`src/rtl/pipe_skid_rr_arbiter_pkg.sv`:
```
// Shared types and helpers for the round-robin arbiter with registered skid output.
// Imported by the interface, the picker and the top level.
package pipe_arb_pkg;

    typedef struct packed {
        logic [15:0] x;
        logic [15:0] y;
    } data_t;

    typedef enum logic {
        IDLE,
        GRANT
    } arb_state_t;

    // Index width that stays legal for a single requester as well.
    function automatic int idx_w(input int n);
        return (n > 1) ? $clog2(n) : 1;
    endfunction

endpackage

```
`src/rtl/pipe_skid_rr_arbiter_if.sv`:
```
// Request fan-in and downstream stage bundle of the arbiter.
// slave is the arbiter's view, master the view of the surrounding logic.
interface pipe_skid_rr_arbiter_if #(
    parameter type DataT   = pipe_arb_pkg::data_t,
    parameter int  NUM_REQ = 4
);
    import pipe_arb_pkg::*;

    localparam int IDX_W = idx_w(NUM_REQ);

    logic [NUM_REQ-1:0] req_valid;
    DataT [NUM_REQ-1:0] req_data;
    logic [NUM_REQ-1:0] req_last;
    logic [NUM_REQ-1:0] req_ready;
    logic               next_valid;
    DataT               next_data;
    logic [IDX_W-1:0]   next_src;
    logic               next_ready;

    modport slave (
        input  req_valid, req_data, req_last, next_ready,
        output req_ready, next_valid, next_data, next_src
    );

    modport master (
        output req_valid, req_data, req_last, next_ready,
        input  req_ready, next_valid, next_data, next_src
    );

endinterface

```
`src/rtl/pipe_skid_rr_arbiter_rr_pick.sv`:
```
// Combinational round-robin picker: first set request at or after ptr_i,
// wrapping back to the lowest set request.
module rr_pick
    import pipe_arb_pkg::*;
#(
    parameter int NUM_REQ = 4,
    parameter int IDX_W   = idx_w(NUM_REQ)
) (
    input  logic [NUM_REQ-1:0] req_i,
    input  logic [IDX_W-1:0]   ptr_i,
    output logic               found_o,
    output logic [IDX_W-1:0]   idx_o,
    output logic [NUM_REQ-1:0] onehot_o
);

    // NOTE: every output gets a default before the loops, so no path leaves it unassigned and no latch is inferred.
    always_comb begin
        found_o  = 1'b0;
        idx_o    = '0;
        onehot_o = '0;
        // Descending scans leave the lowest match; the second scan overrides the wrap fallback.
        for (int j = NUM_REQ - 1; j >= 0; j--) begin
            if (req_i[j]) begin
                found_o = 1'b1;
                idx_o   = IDX_W'(j);
            end
        end
        for (int j = NUM_REQ - 1; j >= 0; j--) begin
            if (req_i[j] && (IDX_W'(j) >= ptr_i)) begin
                idx_o = IDX_W'(j);
            end
        end
        for (int j = 0; j < NUM_REQ; j++) begin
            onehot_o[j] = found_o && (idx_o == IDX_W'(j));
        end
    end

endmodule

```
`src/rtl/pipe_skid_rr_arbiter.sv`:
```
// Round-robin arbiter sharing one downstream stage between NUM_REQ requesters,
// with optional packet locking and a registered two-entry (output + skid) stage.
module pipe_skid_rr_arbiter
    import pipe_arb_pkg::*;
#(
    parameter type DataT        = pipe_arb_pkg::data_t,
    parameter int  NUM_REQ      = 4,
    parameter bit  OPT_PKT_LOCK = 1'b0
) (
    input logic                   clk,
    input logic                   rst,
    input logic                   clear,
    pipe_skid_rr_arbiter_if.slave bus
);

    localparam int IDX_W = idx_w(NUM_REQ);

    typedef struct packed {
        DataT             data;
        logic [IDX_W-1:0] src;
    } beat_t;

    arb_state_t         state_q;
    logic [NUM_REQ-1:0] grant_oh_q;
    logic [IDX_W-1:0]   grant_idx_q;
    logic [IDX_W-1:0]   rr_ptr_q;

    logic  out_valid_q, out_valid_d;
    logic  skid_valid_q, skid_valid_d;
    beat_t out_q, out_d;
    beat_t skid_q, skid_d;

    logic               granted, accept, release_grant, out_take;
    logic [IDX_W-1:0]   ptr_after_g, pick_ptr, pick_idx;
    logic               pick_found;
    logic [NUM_REQ-1:0] pick_oh;
    beat_t              in_beat;

    // Readiness depends only on registers, so next_ready never reaches req_ready.
    assign granted       = (state_q == GRANT);
    assign bus.req_ready = (granted && !skid_valid_q) ? grant_oh_q : '0;
    assign accept        = |(bus.req_valid & bus.req_ready);
    assign release_grant = accept && (!OPT_PKT_LOCK || |(bus.req_last & grant_oh_q));
    assign out_take      = out_valid_q && bus.next_ready;

    // Explicit wrap so non-power-of-two NUM_REQ never lands on an unused index.
    assign ptr_after_g = (grant_idx_q == IDX_W'(NUM_REQ - 1)) ? '0 : grant_idx_q + IDX_W'(1);
    assign pick_ptr    = granted ? ptr_after_g : rr_ptr_q;

    assign in_beat = '{data: bus.req_data[grant_idx_q], src: grant_idx_q};

    rr_pick #(
        .NUM_REQ (NUM_REQ),
        .IDX_W   (IDX_W)
    ) u_rr_pick (
        .req_i    (bus.req_valid),
        .ptr_i    (pick_ptr),
        .found_o  (pick_found),
        .idx_o    (pick_idx),
        .onehot_o (pick_oh)
    );

    // NOTE: sequential state uses non-blocking assignments so every flop samples pre-edge values.
    always_ff @(posedge clk) begin
        if (!rst || clear) begin
            state_q     <= IDLE;
            grant_oh_q  <= '0;
            grant_idx_q <= '0;
            rr_ptr_q    <= '0;
        end else begin
            case (state_q)
                IDLE: begin
                    if (pick_found) begin
                        state_q     <= GRANT;
                        grant_oh_q  <= pick_oh;
                        grant_idx_q <= pick_idx;
                    end
                end
                GRANT: begin
                    // Without a releasing handshake the grant is held, even if valid drops.
                    if (release_grant) begin
                        rr_ptr_q <= ptr_after_g;
                        if (pick_found) begin
                            grant_oh_q  <= pick_oh;
                            grant_idx_q <= pick_idx;
                        end else begin
                            state_q    <= IDLE;
                            grant_oh_q <= '0;
                        end
                    end
                end
                default: state_q <= IDLE;
            endcase
        end
    end

    always_comb begin
        out_valid_d  = out_valid_q;
        out_d        = out_q;
        skid_valid_d = skid_valid_q;
        skid_d       = skid_q;
        if (skid_valid_q) begin
            if (out_take) begin
                out_d        = skid_q;
                skid_valid_d = 1'b0;
            end
        end else if (accept) begin
            if (!out_valid_q || out_take) begin
                out_d       = in_beat;
                out_valid_d = 1'b1;
            end else begin
                skid_d       = in_beat;
                skid_valid_d = 1'b1;
            end
        end else if (out_take) begin
            out_valid_d = 1'b0;
        end
    end

    // NOTE: payload registers are reset as well because next_data and next_src must read zero after reset.
    always_ff @(posedge clk) begin
        if (!rst || clear) begin
            out_valid_q  <= 1'b0;
            skid_valid_q <= 1'b0;
            out_q        <= '0;
            skid_q       <= '0;
        end else begin
            out_valid_q  <= out_valid_d;
            skid_valid_q <= skid_valid_d;
            out_q        <= out_d;
            skid_q       <= skid_d;
        end
    end

    assign bus.next_valid = out_valid_q;
    assign bus.next_data  = out_q.data;
    assign bus.next_src   = out_q.src;

endmodule

```
`src/flat_wrapper.sv`:
```
// flat-port wrapper written by rule: the top's interface ports become plain ports
module pipe_skid_rr_arbiter_flat import pipe_arb_pkg::*;
#(
    parameter type DataT        = pipe_arb_pkg::data_t,
    parameter int  NUM_REQ      = 4,
    parameter bit  OPT_PKT_LOCK = 1'b0
)
  (clk, rst, clear, bus_req_valid, bus_req_data, bus_req_last, bus_next_ready, bus_req_ready, bus_next_valid, bus_next_data, bus_next_src);
  pipe_skid_rr_arbiter_if #(.DataT(DataT), .NUM_REQ(NUM_REQ)) bus_i ();
  input logic clk;
  input logic rst;
  input logic clear;
  input wire logic [$bits(bus_i.req_valid)-1:0] bus_req_valid;
  input wire logic [$bits(bus_i.req_data)-1:0] bus_req_data;
  input wire logic [$bits(bus_i.req_last)-1:0] bus_req_last;
  input wire logic [$bits(bus_i.next_ready)-1:0] bus_next_ready;
  output wire logic [$bits(bus_i.req_ready)-1:0] bus_req_ready;
  output wire logic [$bits(bus_i.next_valid)-1:0] bus_next_valid;
  output wire logic [$bits(bus_i.next_data)-1:0] bus_next_data;
  output wire logic [$bits(bus_i.next_src)-1:0] bus_next_src;
  assign bus_i.req_valid = bus_req_valid;
  assign bus_i.req_data = bus_req_data;
  assign bus_i.req_last = bus_req_last;
  assign bus_i.next_ready = bus_next_ready;
  assign bus_req_ready = bus_i.req_ready;
  assign bus_next_valid = bus_i.next_valid;
  assign bus_next_data = bus_i.next_data;
  assign bus_next_src = bus_i.next_src;
  pipe_skid_rr_arbiter #(.DataT(DataT), .NUM_REQ(NUM_REQ), .OPT_PKT_LOCK(OPT_PKT_LOCK)) u_core (.clk(clk), .rst(rst), .clear(clear), .bus(bus_i));
endmodule
```
`config.mk`:
```
export PLATFORM = sky130hd
export DESIGN_NAME = pipe_skid_rr_arbiter_flat
export DESIGN_NICKNAME = d
export VERILOG_FILES = /design/src/rtl/pipe_skid_rr_arbiter_pkg.sv /design/src/rtl/pipe_skid_rr_arbiter_if.sv /design/src/rtl/pipe_skid_rr_arbiter_rr_pick.sv /design/src/rtl/pipe_skid_rr_arbiter.sv /design/src/flat_wrapper.sv
export SDC_FILE = /design/constraint.sdc
export NUM_CORES = 1
export LEC_CHECK = 0
export ABC_AREA = 0
export CAP_MARGIN = 0
export CORE_ASPECT_RATIO = 0.8
export CORE_MARGIN = 2
export CORE_UTILIZATION = 40
export CTS_BUF_LIST = sky130_fd_sc_hd__clkbuf_8
export DETAILED_ROUTE_END_ITERATION = 7
export DONT_BUFFER_PORTS = 1
export GPL_TIMING_DRIVEN = 0
export PLACE_DENSITY_LB_ADDON = 0.25
export SYNTH_ARGS = -nofsm -noshare
export SYNTH_HDL_FRONTEND = slang
export SYNTH_HIERARCHICAL = 1
export SYNTH_SLANG_ARGS = --single-unit
```
`constraint.sdc`:
```
create_clock -name clk -period 2.3 [get_ports clk]
set_clock_uncertainty 0.15 [all_clocks]
set_input_delay 0.23 -clock clk [delete_from_list [all_inputs] [get_ports clk]]
set_output_delay 0.23 -clock clk [all_outputs]
set_load 0.1 [all_outputs]
```
io_fan.png
The bar under the picture is 20 µm long.
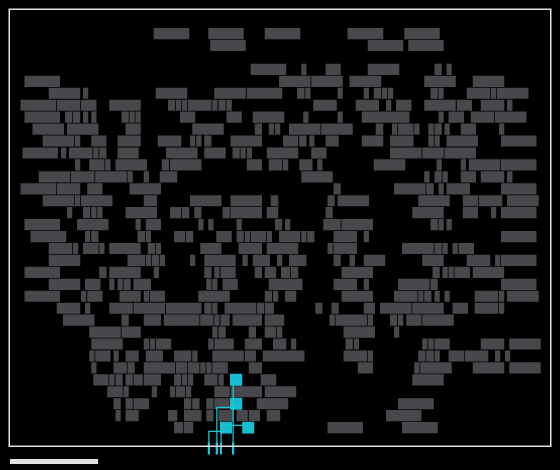
[cyan] `bus_req_ready` | bits: 4 | direction: output | edge: bottom | end cells: 4 | wire: 47.2 µm

==> flow_summary.ini <==
; physical design summary
[finish]
fin_area_um2 = 4922
fin_cells = 599
comb_area_um2 = 2658
seq_cells = 79
lay_top_cells = 78 x nand2_1, 78 x dfxtp_1, 42 x a21oi_1
largest_cell_class = combinational gates
drive_above_1_share_pct = 27.25
comb_cells = 312
inverters = 6
clockNetworkAreaShare_pct = 3.838
buffers = 42
area_delta_synth_final_pct = 8.584
comb_share_pct = 53.99
sh_seq_area_pct = 32.16
final_util_pct = 44.85

[floorplanning]
initCoreUtil_pct = 41.30
die_h_um = 99.22
placementRows = 34
dieArea_um2 = 12210
core_region_area_um2 = 10980

[detailed_routing]
wl_per_cell_um = 20.53
detail-route-antenna-nets = 0
drc = 0

[power]
seq_power_share_pct = 51.5
combinationalPowerShare_pct = 11.8
power.group.top = sequential cells
peakVddDrop_v = 0.0002423

[synth]
yosysWarnings = 6
netlist_top_cells_area = dfxtp_1 35%, mux4_2 16%, a221oi_2 9.3%, mux2i_1 8.6%, nand2_1 6.5%
xor_area_share_pct = 0
synthSimpleGateAreaFrac_pct = 12.59
async_flop_share_pct = 0
syn_inst = 438
avgSynthCellArea_um2 = 10.35
yosys-stat-cells = 438
netlist_top_cells_count = 79 x dfxtp_1, 78 x nand2_1, 42 x a21oi_1, 41 x nor2_1, 39 x mux2i_1
top_area_cell = dfxtp_1
ff_type = dfxtp_1

[grt]
antenna_found_initial = 2

[place]
dpl_worst_slack_ns = -0.2159
port-buffer-count = 0
placed_cells = 582

[timing]
fmax_ghz = 0.4582
slew_violations = 0

[critical_path]
path_class = register to register
slowest_delay_ns = 0.38
ff2ff_path_depth = 8
critPathRequiredTime_ns = 2.38
path_common_cell = buf_8

[clock_network]
cts_tree = yes
postCtsResizedCells = 1

[outcome]
status = finished, final reports clean

[worst_hold_path]
min_path_cells = 4
clocks.png
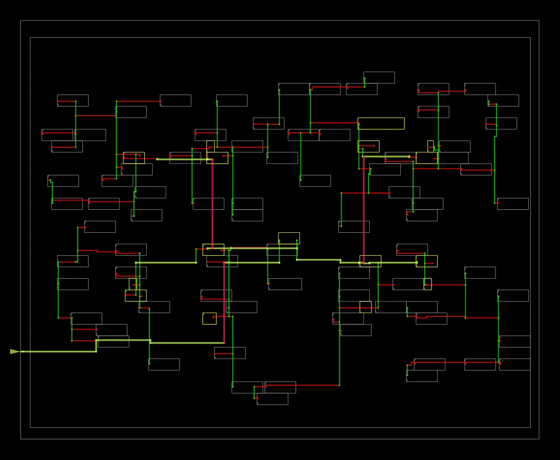
worst skew pair latency: 0.35 ns
clk sinks: 79

registers in the layout (all words and copies together), names as in the netlist:
| register | count |
|---|---|
| u_core/bus.next_data | 32 |
| u_core/bus.next_src | 2 |
| u_core/bus.next_valid | 1 |
| u_core/grant_idx_q | 2 |
| u_core/grant_oh_q | 4 |
| u_core/granted | 1 |
| u_core/rr_ptr_q | 2 |
| u_core/skid_q | 34 |
| u_core/skid_valid_q | 1 |
per-layer routing:
layer	GRT usage [%]	wire (µm)
met1	25.92	5273
met3	7.856	1205
met2	31.62	5613
met4	4.545	192
met5	0	11
cells by family (layout without fill, tap and decap cells):
logic type | count (synthesis) | after routing
fa+ha+maj | 1 | 1
mux | 75 | 75
simple gates | 136 | 136
compound gates | 100 | 100
flops | 79 | 79
buf+inv | 47 | 64
